Fig. 1: run 1, selected gate families
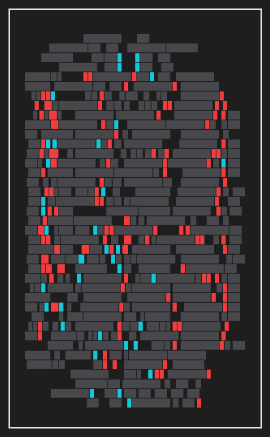
Fig. 2: run 1, clock nets
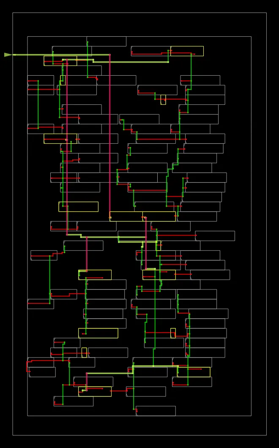
Fig. 3: run 1, sequential cells grouped by signal name
Other sequential cells in the stronger grey, the rest of the logic in the fainter grey.
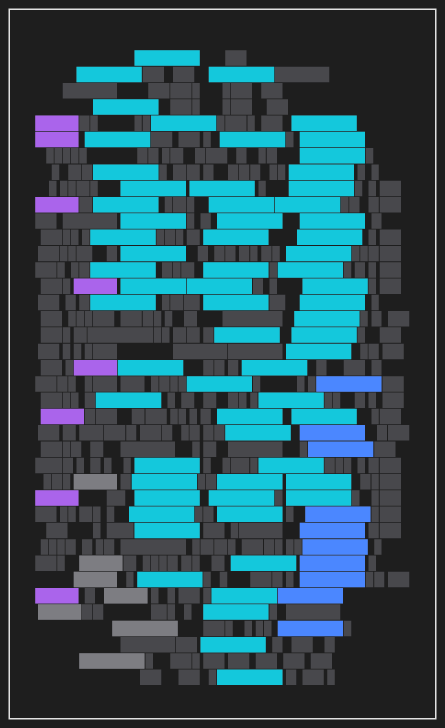
**src/rtl/imm_extend_q_if.sv**
```systemverilog
// Handshake bundle for the immediate-formation stage: request side, result side, error status.
// Pure wiring, no latency of its own.
// Backpressure is carried by in_ready (stage to producer) and out_ready (consumer to stage).
interface imm_extend_q_if #(
    parameter int IMM_W    = 16,
    parameter int DATA_W   = 32,
    parameter int TAG_W    = 5,
    parameter int ERRCNT_W = 8
);
    // request side
    logic                in_valid;
    logic                in_ready;
    logic [IMM_W-1:0]    in_imm;
    logic [2:0]          in_mode;
    logic [TAG_W-1:0]    in_tag;

    // result side
    logic                out_valid;
    logic                out_ready;
    logic [DATA_W-1:0]   out_imm;
    logic [TAG_W-1:0]    out_tag;
    logic                out_err;

    // status
    logic [ERRCNT_W-1:0] err_count;

    // producer/consumer view (drives requests, takes results)
    modport master (
        output in_valid, in_imm, in_mode, in_tag, out_ready,
        input  in_ready, out_valid, out_imm, out_tag, out_err, err_count
    );

    // stage view
    modport slave (
        input  in_valid, in_imm, in_mode, in_tag, out_ready,
        output in_ready, out_valid, out_imm, out_tag, out_err, err_count
    );
endinterface

```
**src/rtl/imm_extend_q.sv**
```systemverilog
// Forms a DATA_W operand from an immediate + mode and queues it (with tag/err) in a DEPTH-entry FIFO.
// Latency 1 cycle from accept to out_valid when empty; one accept and one pop per cycle.
// in_ready = queue not full, from registered count only (no path from out_ready); outputs hold while stalled.
module imm_extend_q #(
    parameter int IMM_W    = 16,
    parameter int DATA_W   = 32,
    parameter int SHAMT_W  = 5,
    parameter int TAG_W    = 5,
    parameter int DEPTH    = 2,
    parameter int ERRCNT_W = 8
) (
    input  logic          CLK,
    input  logic          nRST,
    imm_extend_q_if.slave bus
);

    // Pointer width is kept at least 1 so DEPTH=1 still has a legal vector.
    localparam int PTR_W = (DEPTH > 1) ? $clog2(DEPTH) : 1;
    localparam int CNT_W = $clog2(DEPTH + 1);
    localparam int EXT_W = DATA_W - IMM_W;

    localparam logic [2:0] MODE_SIGN   = 3'd0;
    localparam logic [2:0] MODE_ZERO   = 3'd1;
    localparam logic [2:0] MODE_LUI    = 3'd2;
    localparam logic [2:0] MODE_SHAMT  = 3'd3;
    localparam logic [2:0] MODE_BRANCH = 3'd4;
    localparam logic [2:0] MODE_JINDEX = 3'd5;

    localparam logic [PTR_W-1:0] PTR_LAST = PTR_W'(DEPTH - 1);
    localparam logic [CNT_W-1:0] CNT_FULL = CNT_W'(DEPTH);

    // Queue bookkeeping
    logic [PTR_W-1:0]    head_q, head_d;
    logic [PTR_W-1:0]    tail_q, tail_d;
    logic [CNT_W-1:0]    count_q, count_d;
    logic [ERRCNT_W-1:0] err_count_q, err_count_d;

    // Entry storage; contents are only observed when count says the slot is live.
    logic [DATA_W-1:0]   mem_imm_q [DEPTH];
    logic [TAG_W-1:0]    mem_tag_q [DEPTH];
    logic                mem_err_q [DEPTH];

    // Formation results for the request currently offered
    logic [DATA_W-1:0]   sign_ext;
    logic [DATA_W-1:0]   zero_ext;
    logic [DATA_W-1:0]   form_imm;
    logic                form_err;

    // Handshake qualifiers
    logic                in_ready_w;
    logic                out_valid_w;
    logic                acc;
    logic                pop;

    // Circular increment that wraps at DEPTH-1, so non-power-of-2 depths work.
    function automatic logic [PTR_W-1:0] ptr_inc(input logic [PTR_W-1:0] p);
        logic [PTR_W-1:0] r;
        if (p == PTR_LAST) begin
            r = '0;
        end else begin
            r = p + PTR_W'(1);
        end
        return r;
    endfunction

    // Form the operand for the offered immediate; illegal modes give zero and raise err.
    always_comb begin
        sign_ext = {{EXT_W{bus.in_imm[IMM_W-1]}}, bus.in_imm};
        zero_ext = {{EXT_W{1'b0}}, bus.in_imm};
        form_imm = '0;
        form_err = 1'b0;
        case (bus.in_mode)
            MODE_SIGN:   form_imm = sign_ext;
            MODE_ZERO:   form_imm = zero_ext;
            // immediate lands in the top IMM_W bits, zeros fill below
            MODE_LUI:    form_imm = zero_ext << EXT_W;
            // only the low SHAMT_W bits carry a shift amount
            MODE_SHAMT:  form_imm = {{(DATA_W - SHAMT_W){1'b0}}, bus.in_imm[SHAMT_W-1:0]};
            // word-aligned offsets: bits shifted out of the top are dropped
            MODE_BRANCH: form_imm = sign_ext << 2;
            MODE_JINDEX: form_imm = zero_ext << 2;
            default: begin
                form_imm = '0;
                form_err = 1'b1;
            end
        endcase
    end

    // Handshake decisions come from registered count only.
    always_comb begin
        in_ready_w  = (count_q < CNT_FULL);
        out_valid_w = (count_q != '0);
        acc         = bus.in_valid && in_ready_w;
        pop         = out_valid_w && bus.out_ready;
    end

    // Next-state for pointers, occupancy and the saturating illegal-mode counter.
    always_comb begin
        head_d      = head_q;
        tail_d      = tail_q;
        count_d     = count_q;
        err_count_d = err_count_q;

        if (acc) begin
            tail_d = ptr_inc(tail_q);
        end
        if (pop) begin
            head_d = ptr_inc(head_q);
        end

        // simultaneous accept and pop leaves the occupancy unchanged
        case ({acc, pop})
            2'b10:   count_d = count_q + CNT_W'(1);
            2'b01:   count_d = count_q - CNT_W'(1);
            default: count_d = count_q;
        endcase

        if (acc && form_err && (err_count_q != '1)) begin
            err_count_d = err_count_q + ERRCNT_W'(1);
        end
    end

    // Control state with synchronous active-low reset; reset drops every queued entry.
    always_ff @(posedge CLK) begin
        if (!nRST) begin
            head_q      <= '0;
            tail_q      <= '0;
            count_q     <= '0;
            err_count_q <= '0;
        end else begin
            head_q      <= head_d;
            tail_q      <= tail_d;
            count_q     <= count_d;
            err_count_q <= err_count_d;
        end
    end

    // Write the formed entry at the tail; storage is left unreset since count gates it.
    always_ff @(posedge CLK) begin
        if (acc) begin
            mem_imm_q[tail_q] <= form_imm;
            mem_tag_q[tail_q] <= bus.in_tag;
            mem_err_q[tail_q] <= form_err;
        end
    end

    // Head entry is presented only while the queue is non-empty; otherwise all zero.
    always_comb begin
        bus.in_ready  = in_ready_w;
        bus.out_valid = out_valid_w;
        bus.err_count = err_count_q;
        bus.out_imm   = '0;
        bus.out_tag   = '0;
        bus.out_err   = 1'b0;
        if (out_valid_w) begin
            bus.out_imm = mem_imm_q[head_q];
            bus.out_tag = mem_tag_q[head_q];
            bus.out_err = mem_err_q[head_q];
        end
    end

endmodule

```
**src/flat_wrapper.sv**
```systemverilog
// flat-port wrapper written by rule: the top's interface ports become plain ports
module imm_extend_q_flat 
#(
    parameter int IMM_W    = 16,
    parameter int DATA_W   = 32,
    parameter int SHAMT_W  = 5,
    parameter int TAG_W    = 5,
    parameter int DEPTH    = 2,
    parameter int ERRCNT_W = 8
)
  (CLK, nRST, bus_in_valid, bus_in_imm, bus_in_mode, bus_in_tag, bus_out_ready, bus_in_ready, bus_out_valid, bus_out_imm, bus_out_tag, bus_out_err, bus_err_count);
  imm_extend_q_if #(.IMM_W(IMM_W), .DATA_W(DATA_W), .TAG_W(TAG_W), .ERRCNT_W(ERRCNT_W)) bus_i ();
  input  logic CLK;
  input  logic nRST;
  input wire logic [$bits(bus_i.in_valid)-1:0] bus_in_valid;
  input wire logic [$bits(bus_i.in_imm)-1:0] bus_in_imm;
  input wire logic [$bits(bus_i.in_mode)-1:0] bus_in_mode;
  input wire logic [$bits(bus_i.in_tag)-1:0] bus_in_tag;
  input wire logic [$bits(bus_i.out_ready)-1:0] bus_out_ready;
  output wire logic [$bits(bus_i.in_ready)-1:0] bus_in_ready;
  output wire logic [$bits(bus_i.out_valid)-1:0] bus_out_valid;
  output wire logic [$bits(bus_i.out_imm)-1:0] bus_out_imm;
  output wire logic [$bits(bus_i.out_tag)-1:0] bus_out_tag;
  output wire logic [$bits(bus_i.out_err)-1:0] bus_out_err;
  output wire logic [$bits(bus_i.err_count)-1:0] bus_err_count;
  assign bus_i.in_valid = bus_in_valid;
  assign bus_i.in_imm = bus_in_imm;
  assign bus_i.in_mode = bus_in_mode;
  assign bus_i.in_tag = bus_in_tag;
  assign bus_i.out_ready = bus_out_ready;
  assign bus_in_ready = bus_i.in_ready;
  assign bus_out_valid = bus_i.out_valid;
  assign bus_out_imm = bus_i.out_imm;
  assign bus_out_tag = bus_i.out_tag;
  assign bus_out_err = bus_i.out_err;
  assign bus_err_count = bus_i.err_count;
  imm_extend_q #(.IMM_W(IMM_W), .DATA_W(DATA_W), .SHAMT_W(SHAMT_W), .TAG_W(TAG_W), .DEPTH(DEPTH), .ERRCNT_W(ERRCNT_W)) u_core (.CLK(CLK), .nRST(nRST), .bus(bus_i));
endmodule
```
**config.mk**
```make
export PLATFORM = sky130hd
export DESIGN_NAME = imm_extend_q_flat
export DESIGN_NICKNAME = d
export VERILOG_FILES = /design/src/rtl/imm_extend_q_if.sv /design/src/rtl/imm_extend_q.sv /design/src/flat_wrapper.sv
export SDC_FILE = /design/constraint.sdc
export NUM_CORES = 1
export LEC_CHECK = 0
export ABC_AREA = 1
export ABC_CLOCK_PERIOD_IN_PS = 4100
export CORE_ASPECT_RATIO = 1.75
export CORE_MARGIN = 4
export CORE_UTILIZATION = 55
export DETAILED_ROUTE_END_ITERATION = 10
export PLACE_DENSITY = 0.84
export SLEW_MARGIN = 20
export SYNTH_ARGS = -nofsm -noshare
export SYNTH_HDL_FRONTEND = slang
export SYNTH_SLANG_ARGS = --single-unit
export TNS_END_PERCENT = 10
```
**constraint.sdc**
```tcl
create_clock -name CLK -period 4.1 [get_ports CLK]
set_clock_uncertainty 0.2 [all_clocks]
set_input_delay 0.41 -clock CLK [delete_from_list [all_inputs] [get_ports CLK]]
set_output_delay 0.41 -clock CLK [all_outputs]
set_load 0.05 [all_outputs]
```
==> run summary, run 1 <==
Total grt overflow: 0
Fin. max-slew vios: 0
WL/cell: 16.5 um
Fillers: 450
Post_cts resized: 0
Detailed Route Iter0 Violations: 214
CTS H-tree lvls: 3
Floorplan utilization: 0.575
Grt met2 use: 0.377
CP top delay family: buffers and inverters
Number of global-route vias before repair: 2,859
Crit Path Category: reg -> out
Synth area leader: edfxtp_1
Synth area leaders: edfxtp_1 (60%), nand2_1 (9.4%), dfxtp_1 (6.8%)
Via-per-instance ratio: 5.59
Synth-to-Final Area Change: 30.5%
Critical path required time: 3.49 ns
CP endpoint kind: output port
Xor/xnor share: 0.00230
Synth Area per Inst: 10.3 um^2
Dominant combinational family: simple AND/OR/NAND/NOR gates
Layout Nets: 474
Fmax: 321 MHz
Chip area in the Yosys report: 3820 um^2
Hold buffer count at cts: 0
CP cell instances: nor2_2 > buf_4 > a21oi_1 > clkdlybuf4s50_1
Via count: 2,970
Largest net degree at the start of global routing: 40
Reg clk slew, reported paths: 0.06 ns
Initial antenna violation count: 0
Synth top cell by count: nand2_1
Setup violations, final: 0
Die H: 118 um
Critical path's slowest cell: clkdlybuf4s50_1
Synthesized area: 3820 um^2
Worst vdd ir: 522 uV
Period utilization: 0.760
Final wirelength: 8780 um
Critical Path AT: 2.51 ns
Flops after synth: 89
MUX area fraction: 0
Final min period: 3.12 ns
First-pass GRT wire length: 13,600 um
Antenna viol nets, final: 0
Comb gate area: 1070 um^2
Post-Synth Adder-Cell Area: 0.00656
Simple-gate share of the synthesized area: 0.153
Maximum clock insertion buffer count: 2
Gpl congestion: 0.856
Post-synthesis sequential area ratio: 0.666
Met3 GRT Util: 0.0612
Total Routing Usage GR: 0.214
Die ar.: 8390 um^2
DR DRC count: 0
CP Max Fanout: 22
Post-DP HPWL: 6060 um
Ant. Diodes: 0
Synthesized netlist cell count: 370
GRT busiest layer: met2
GR Util met1: 0.221
Yosys warning tally: 0
Ys cells: 370
Number of enable flip-flop cells: 76
Clock root buffer: clkbuf_16
Setup TNS: 0 ns
Critical Path Max Stage Delay: 0.73 ns
Synth top cells by count: nand2_1 (96), edfxtp_1 (76), a21oi_1 (45)
Area leader share: 0.598
Async SR Flop Fraction: 0
Chip width: 71.0 um
Finished Cell Area: 4980 um^2
RSZ-0062 raised after global routing: false
Slew headroom: 0.480
CP Launch Type: register
Hold Vio Cnt, Final: 0
Power Total: 3.45 mW
HP Class: reg -> reg
P per Cell Area: 692 nW/um^2
Unique cell types: 25
Max-cap viol count: 0
Port bufs: 75
Worst Tran Pin Value: 0.779 ns
Initial DRT Pass Iterations: 5
Fraction of layout cells with a size suffix above 1: 0.0668
Post-Synth AOI/OAI Area: 0.114
Status: finished clean
Dpl cells: 513
Main flop type: edfxtp_1
Leak: 1.87 nW
Buf+Inv Stages, Crit Path: 2
Mapped Nets: 400
Core region area: 6640 um^2
TritonCTS clock tree: yes
# IOs: 76
About Fig. 1:
| colour | family | cells |
|---|---|---|
| red | nand cells | 111 |
| cyan | inv cells | 37 |
most frequent logic cell in the layout: nand2_1
Finished Layout Cells: 531

About Fig. 2:
CTS sink cnt: 89
Num CTS Buffers: 9
clock latency on the worst-skew pair: 0.34 ns
registers: 89

About Fig. 3:
| colour | signal | sequential cells |
|---|---|---|
| blue | u_core.mem_tag_q | 10 |
| purple | u_core.bus.err_count | 8 |
| cyan | u_core.mem_imm_q | 64 |
Seq. cell area: 2540 um^2
final core utilization: 0.750
Power Sequential: 1.18 mW
flop share of the area: 0.511

==> run 1: sequential cells by signal, summed over array words and instances (netlist names), named ones only <==
name	flops
u_core.mem_imm_q	64
u_core.mem_tag_q	10
u_core.bus.err_count	8
u_core.count_q	2
u_core.mem_err_q	2
u_core.head_q	1
u_core.tail_q	1
==> run 1: per-layer routing <==
metal	share of wire	wire length [um]	vias to the layer above
li1	-	-	1416
met1	0.35	3050	1392
met2	0.55	4820	130
met3	0.059	517	32
met4	0.044	387	0
met5	0	0	-
==> run 1: path summary, 6_finish.rpt <==
path,start,endpoint,slack (ns),depth (start not counted)
hold reg to reg,u_core.head_q,u_core.head_q,0.25,1
setup reg to reg,u_core.count_q[1],u_core.count_q[1],1.79,7
setup / recovery,u_core.count_q[1],bus_out_imm[1],0.98,4
hold / removal,u_core.head_q,u_core.head_q,0.25,1
==> run 1: cell families (layout without fill, tap and decap cells) <==
group,after synthesis,after routing
simple gates,142,142
fa+ha+maj,2,2
xor+xnor,1,1
compound gates,82,82
buf+inv,54,133
flops,89,89
==> run 1: placed cells by master, fill, tap and decap left out, drive strengths merged, types with 2 or more instances in the layout <==
master / netlist / final
ha: 2 / 2
edfxtp: 76 / 76
buf: 11 / 5
nand4: 3 / 3
nor2: 27 / 27
nand3: 6 / 6
o22ai: 15 / 15
bufinv: 0 / 2
clkbuf: 6 / 12
a21oi: 45 / 45
inv: 36 / 36
nand2: 101 / 101
o21ai: 20 / 20
clkinv: 1 / 3
nor3: 4 / 4
dfxtp: 13 / 13
clkdlybuf4s50: 0 / 75
==> run 1: stage by stage <==
step | util | setup slack (ns) | hold WS, ns
after floorplan | - | 1.14 | 0.225
after global placement | 0.697 | 1.40 | 0.237
after detailed placement | 0.697 | 1.33 | 0.246
after CTS | 0.743 | 0.974 | 0.253
after global routing | 0.750 | 0.863 | 0.278
final | 0.750 | 0.984 | 0.251
==> run 1: power by group <==
part	internal [mW]	total (mW)	switching, mW	leakage (nW)
sequential	1.14	1.18	0.0422	0.832
clock	0.530	0.833	0.304	0.146
combinational	0.419	1.43	1.01	0.891
==> run 1: cell type report <==
type | count | share of cell area
Sequential cell | 89 | 0.511
Multi-Input combinational cell | 227 | 0.215
Timing Repair Buffer | 80 | 0.165
Clock buffer | 12 | 0.0475
Inverter | 37 | 0.0281
Tap cell | 82 | 0.0206
Clock inverter | 4 | 0.0136
Fig. 4: run 1, floorplan with the power grid
Pins as bars on the die edge.
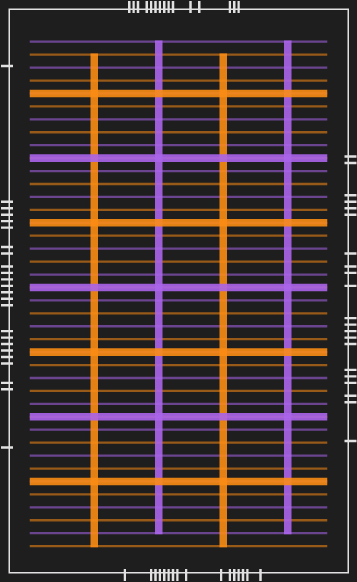

==> run 2, diff against run 1 <==
Settings changed: ABC_CLOCK_PERIOD_IN_PS 4100 to 2800, CORE_UTILIZATION 55 to 46, PLACE_DENSITY 0.84 to 0.75.
Clock period 4.1 ns to 2.8 ns, I/O delays scaled along.
Fig. 5: run 2, floorplan with the power grid
Pins as bars on the die edge.
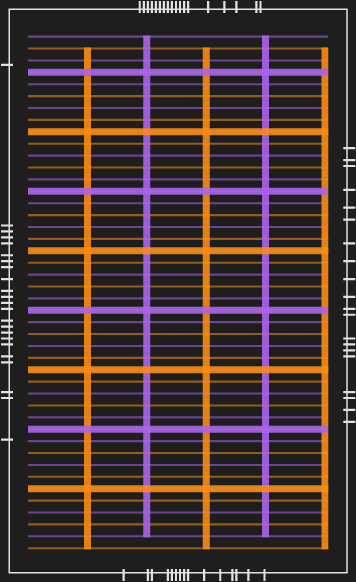
| colour | net |
|---|---|
| purple | VDD |
| orange | VSS |
rows: 43
met1 rails: 44
core region area: 8020 um^2
worst vdd ir: 481 uV
Die H: 128 um
chip width: 76.9 um

==> run 2 against run 1 <==
Net effect:
- global-route usage down 3.4 points
- wire length is 1.4% lower
- highest routed layer unchanged
- total power up 45%
- final cell count up 1.7%
- count of clock-buffer cells in the layout shrank 2
- worst setup slack worse by 0.47 ns
==> run summary, run 2 <==
Status: finished clean
Largest Register: u_core.mem_imm_q
Crit Path Category: reg -> out
Initial DRT Pass Iterations: 4
Chip area in the Yosys report: 3820 um^2
Area leader share: 0.598
Fmax: 438 MHz
Num CTS Buffers: 9
Setup violations, final: 0
Async SR Flop Fraction: 0
Initial antenna violation count: 0
Min-delay src: u_core.head_q
Main flop type: edfxtp_1
Via count: 2,855
Leak: 1.94 nW
# IOs: 76
CTS H-tree lvls: 3
WL/cell: 16.0 um
Worst reg2reg path startpoint: u_core.count_q[1]
Total grt overflow: 0
Final min period: 2.29 ns
Post-DP HPWL: 6020 um
Yosys warning tally: 0
Critical Path Max Stage Delay: 0.39 ns
CP endpoint kind: output port
Gpl congestion: 0.802
Final wirelength: 8660 um
Largest net degree at the start of global routing: 39
Most frequent logic cell in the layout: nand2_1
First-pass GRT wire length: 13,500 um
Cell row count: 43
Detailed Route Iter0 Violations: 198
Mapped Nets: 400
Via-per-instance ratio: 5.29
Reg clk slew, reported paths: 0.06 ns
Unique cell types: 25
CTS sink cnt: 89
Final core utilization: 0.608
Hold WS: 0.273 ns
CP cell instances: inv_1 > buf_4 > nand2_1 > a21oi_1 > buf_4
Fillers: 667
Synthesized area: 3820 um^2
Layout Nets: 475
Critical path's slowest cell: buf_4
Antenna viol nets, final: 0
Ys cells: 370
Worst Tran Pin Value: 0.512 ns
Reg-to-reg critical path endpoint: u_core.count_q[1]
Hold buffer count at cts: 0
R2R depth: 7
Fraction of layout cells with a size suffix above 1: 0.158
Synth top cell by count: nand2_1
Synthesized netlist cell count: 370
CP Max Fanout: 29
Flops after synth: 89
HP Class: reg -> reg
CP Launch Type: register
P per Cell Area: 1020 nW/um^2
Number of enable flip-flop cells: 76
Clock root buffer: clkbuf_16
Critical Path AT: 1.81 ns
Period utilization: 0.816
Synth-to-Final Area Change: 27.8%
Hold path depth: 1
Clock latency on the worst-skew pair: 0.33 ns
Synth area leaders: edfxtp_1 (60%), nand2_1 (9.4%), dfxtp_1 (6.8%)
Critical path required time: 2.32 ns
Number of flip-flops in the largest register: 64
Max-cap viol count: 0
Total Routing Usage GR: 0.180
Post_cts resized: 0
Hold Vio Cnt, Final: 0
Ant. Diodes: 0
Fin. max-slew vios: 0
R2R Setup Slk: 0.93 ns
Floorplan utilization: 0.476
Most instantiated logic cells after routing: nand2_1 (96), edfxtp_1 (76), a21oi_1 (45), buf_4 (44), clkdlybuf4s50_1 (37)
RSZ-0062 raised after global routing: false
Synth Area per Inst: 10.3 um^2
Post-synthesis sequential area ratio: 0.666
Slew headroom: 0.658
Synth area leader: edfxtp_1
Maximum clock insertion buffer count: 2
Dpl cells: 524
Port bufs: 75
DR DRC count: 0
Synth top cells by count: nand2_1 (96), edfxtp_1 (76), a21oi_1 (45)
Die ar.: 9870 um^2
Fig. 6: run 2, selected gate families
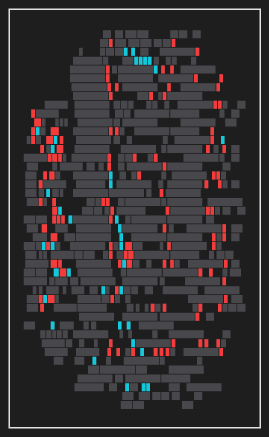
| colour | family | cells |
|---|---|---|
| red | nand cells | 111 |
| cyan | inv cells | 37 |
Finished Layout Cells: 540
combinational share of cell area: 0.219

## run 2: how the worst max path moves through the flow
stage                      start  cells after the start                      end
6_report                register                      5          bus_out_imm[31]
3_5_place_dp      bus_in_mode[2]                      4  u_core.mem_imm_q[0][20]
4_1_cts                 register                      5          bus_out_imm[31]
5_1_grt                 register                      5          bus_out_imm[22]
2_1_floorplan  u_core.count_q[1]                      3      u_core.mem_err_q[0]
3_3_place_gp        bus_in_valid                      4  u_core.mem_imm_q[1][29]
## run 2: layout make-up
class | instances | area [um^2] | share of cell area
clock inverters | 6 | 81.3 | 0.0167
well taps | 90 | 113 | 0.0231
multi-input cells | 227 | 1070 | 0.219
inverters | 37 | 140 | 0.0287
clock buffers | 10 | 229 | 0.0470
flip-flops and latches | 89 | 2540 | 0.521
repair buffers | 81 | 701 | 0.144
## run 2: metrics by stage
step / TNS [ns] / total power [mW] / setup WS [ns] / area [um^2]
after floorplan: -5.20 / 3.15 / -0.137 / 3820
after global placement: 0 / 3.77 / 0.759 / 4570
after detailed placement: 0 / 3.79 / 0.692 / 4570
after CTS: 0 / 5.03 / 0.494 / 4880
after global routing: 0 / 5.20 / 0.406 / 4880
final: 0 / 4.99 / 0.515 / 4880
## run 2: power by group
group,internal (mW),switching (mW)
Clock,0.776,0.460
Combinational,0.526,1.50
Sequential,1.67,0.0620
## run 2: worst max-delay path: cells and delay by family (launching register included)
family,cells,cell delay (ns)
DFF,1,0.30
and+or+nand+nor,1,0.08
AOI/OAI and AO/OA,1,0.18
buffers and inverters,3,0.90
## run 2: cells by family after synthesis
logic type,share of synthesized area
and+or+nand+nor,0.153
DFF,0.666
AOI/OAI and AO/OA,0.114
buffers and inverters,0.0580
adders and majority gates,0.00656
xor gates and xnor gates,0.00230
## run 2: per-layer routing
layer | track usage | up-vias | wire length [um] | part of all wire
met5 | 0 | - | 0 | 0
met1 | 0.184 | 1327 | 3130 | 0.36
li1 | - | 1412 | - | -
met4 | 0.0918 | 0 | 227 | 0.026
met3 | 0.0623 | 16 | 602 | 0.070
met2 | 0.322 | 100 | 4690 | 0.54
Fig. 7: run 2, signal wires on met1
Supply wires on this layer in grey.
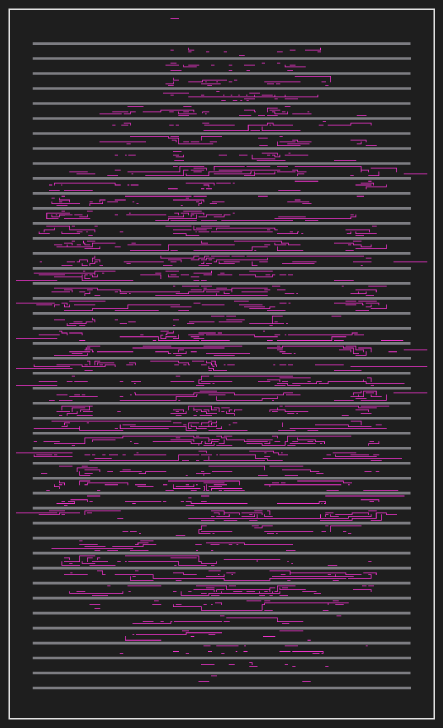

==> run 3, diff against run 2 <==
Settings changed: ABC_CLOCK_PERIOD_IN_PS 2800 to 2220, CORE_UTILIZATION 46 to 51, PLACE_DENSITY 0.75 to 0.79.
Clock period 2.8 ns to 2.22 ns, I/O delays scaled along.
Fig. 8: run 3, signal wires on met1
Supply wires on this layer in grey.
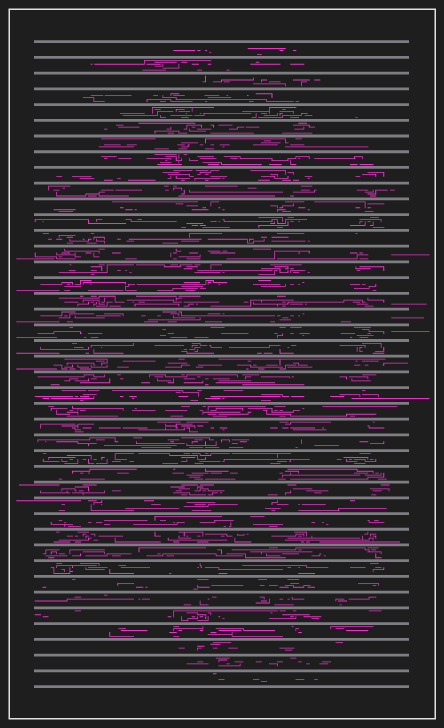
wire length on this layer: 3,050 um
main direction: horizontal
GR Util met1: 0.230
via count: 2,931
final wirelength: 8650 um

==> run 3 against run 2 <==
Net effect:
- synthesized cell count is the same
- worst setup slack lost 0.34 ns
- wire length shrank 0.10%
- non-clock buffer count grew 1
- clock power grew 19%
- total power grew 25%
- first-iteration DRC count grew 22%
- highest routed layer unchanged
- critical path type unchanged
- critical endpoint is now bus_out_imm[15]
==> run summary, run 3 <==
Status: finished clean
TritonCTS clock tree: yes
Mapped Nets: 400
Fmax: 490 MHz
Largest net degree at the start of global routing: 40
Chip width: 73.4 um
Post_cts resized: 0
Core region area: 7230 um^2
Detailed Route Iter0 Violations: 242
Synth-to-Final Area Change: 28.4%
Power Total: 6.23 mW
Clock root buffer: clkbuf_16
Synth area leaders: edfxtp_1 (60%), nand2_1 (9.4%), dfxtp_1 (6.8%)
Synthesized netlist cell count: 370
Hold Vio Cnt, Final: 0
Antenna viol nets, final: 0
Yosys warning tally: 0
Initial antenna violation count: 0
Async SR Flop Fraction: 0
P per Cell Area: 1270 nW/um^2
Max-cap viol count: 0
Number of flip-flops in the largest register: 64
Num CTS Buffers: 9
# IOs: 76
Layout Nets: 476
Post-DP HPWL: 5810 um
Synth top cells by count: nand2_1 (96), edfxtp_1 (76), a21oi_1 (45)
Hold WS: 0.265 ns
Largest Register: u_core.mem_imm_q
Min-delay src: u_core.head_q
Crit Path Category: reg -> out
HP Class: reg -> reg
Ant. Diodes: 0
Synthesized area: 3820 um^2
Die ar.: 8990 um^2
Gpl congestion: 0.827
CP Launch Type: register
WL/cell: 16.1 um
Worst reg2reg path startpoint: u_core.count_q[1]
Initial DRT Pass Iterations: 5
CTS sink cnt: 89
Post-synthesis sequential area ratio: 0.666
Total Routing Usage GR: 0.204
Leak: 1.95 nW
Final core utilization: 0.677
Port bufs: 75
CTS H-tree lvls: 3
Number of enable flip-flop cells: 76
Chip area in the Yosys report: 3820 um^2
Unique cell types: 25
Period utilization: 0.920
Critical Path AT: 1.62 ns
Area leader share: 0.598
Ys cells: 370
Synth Area per Inst: 10.3 um^2
Floorplan utilization: 0.528
Main flop type: edfxtp_1
Synth top cell by count: nand2_1
Total grt overflow: 0
Worst vdd ir: 803 uV
Worst Tran Pin Value: 0.541 ns
Critical path required time: 1.80 ns
Fig. 9: run 3, clock nets
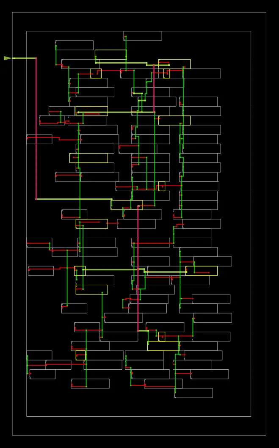
Power Clock: 1.47 mW
Clock buffer cells: 9
clock latency on the worst-skew pair: 0.33 ns

run 3: per-stage QoR:
step | worst slack [ns] | instance area [um^2] | instances | setup TNS [ns]
final | 0.178 | 4900 | 537 | 0
after global routing | 0.104 | 4900 | 537 | 0
after CTS | 0.176 | 4900 | 537 | 0
after detailed placement | 0.183 | 4600 | 521 | 0
after global placement | 0.294 | 4600 | 521 | 0
after floorplan | -0.103 | 3830 | 370 | -3.93
run 3: critical path, cell delays in order, from the launching register on:
cell and delay, ns:
dfxtp_1 0.39, nor2_2 0.07, buf_4 0.26, a21oi_1 0.30, buf_4 0.26
run 3: path summary, 6_finish.rpt:
kind                       end  slack, ns  cells after the start
min              u_core.head_q       0.26                      1
min reg2reg      u_core.head_q       0.26                      1
max reg2reg  u_core.count_q[1]       0.52                      7
max            bus_out_imm[15]       0.18                      4
run 3: final cells by class:
cell class              count  area (um^2)
repair buffers             82          743
flip-flops and latches     89         2540
multi-input cells         227         1070
clock inverters             7         70.1
clock buffers               9          225
well taps                  86          108
inverters                  37          140
fillers                   528         2330
run 3: kinds of logic after synthesis:
family                     share of synthesized area
adders and majority gates                    0.00656
DFF                                            0.666
AOI/OAI and AO/OA                              0.114
and+or+nand+nor                                0.153
xor gates and xnor gates                     0.00230
buffers and inverters                         0.0580
run 3: metal layers:
layer  up-vias  track usage  routed length, um
met2       126        0.342               4690
met3        20       0.0582                651
li1       1419            -                  -
met4         0        0.108                255
met1      1366        0.230               3050
met5         -            0                  0
run 3: report_power, final:
part           switching (mW)  internal (mW)  total, mW
logic                    1.89          0.689       2.58
registers              0.0772           2.10       2.18
clock network           0.604          0.871       1.47
total                    2.57           3.66       6.23
No activity file was given, so power comes from the tool's default toggle rates.
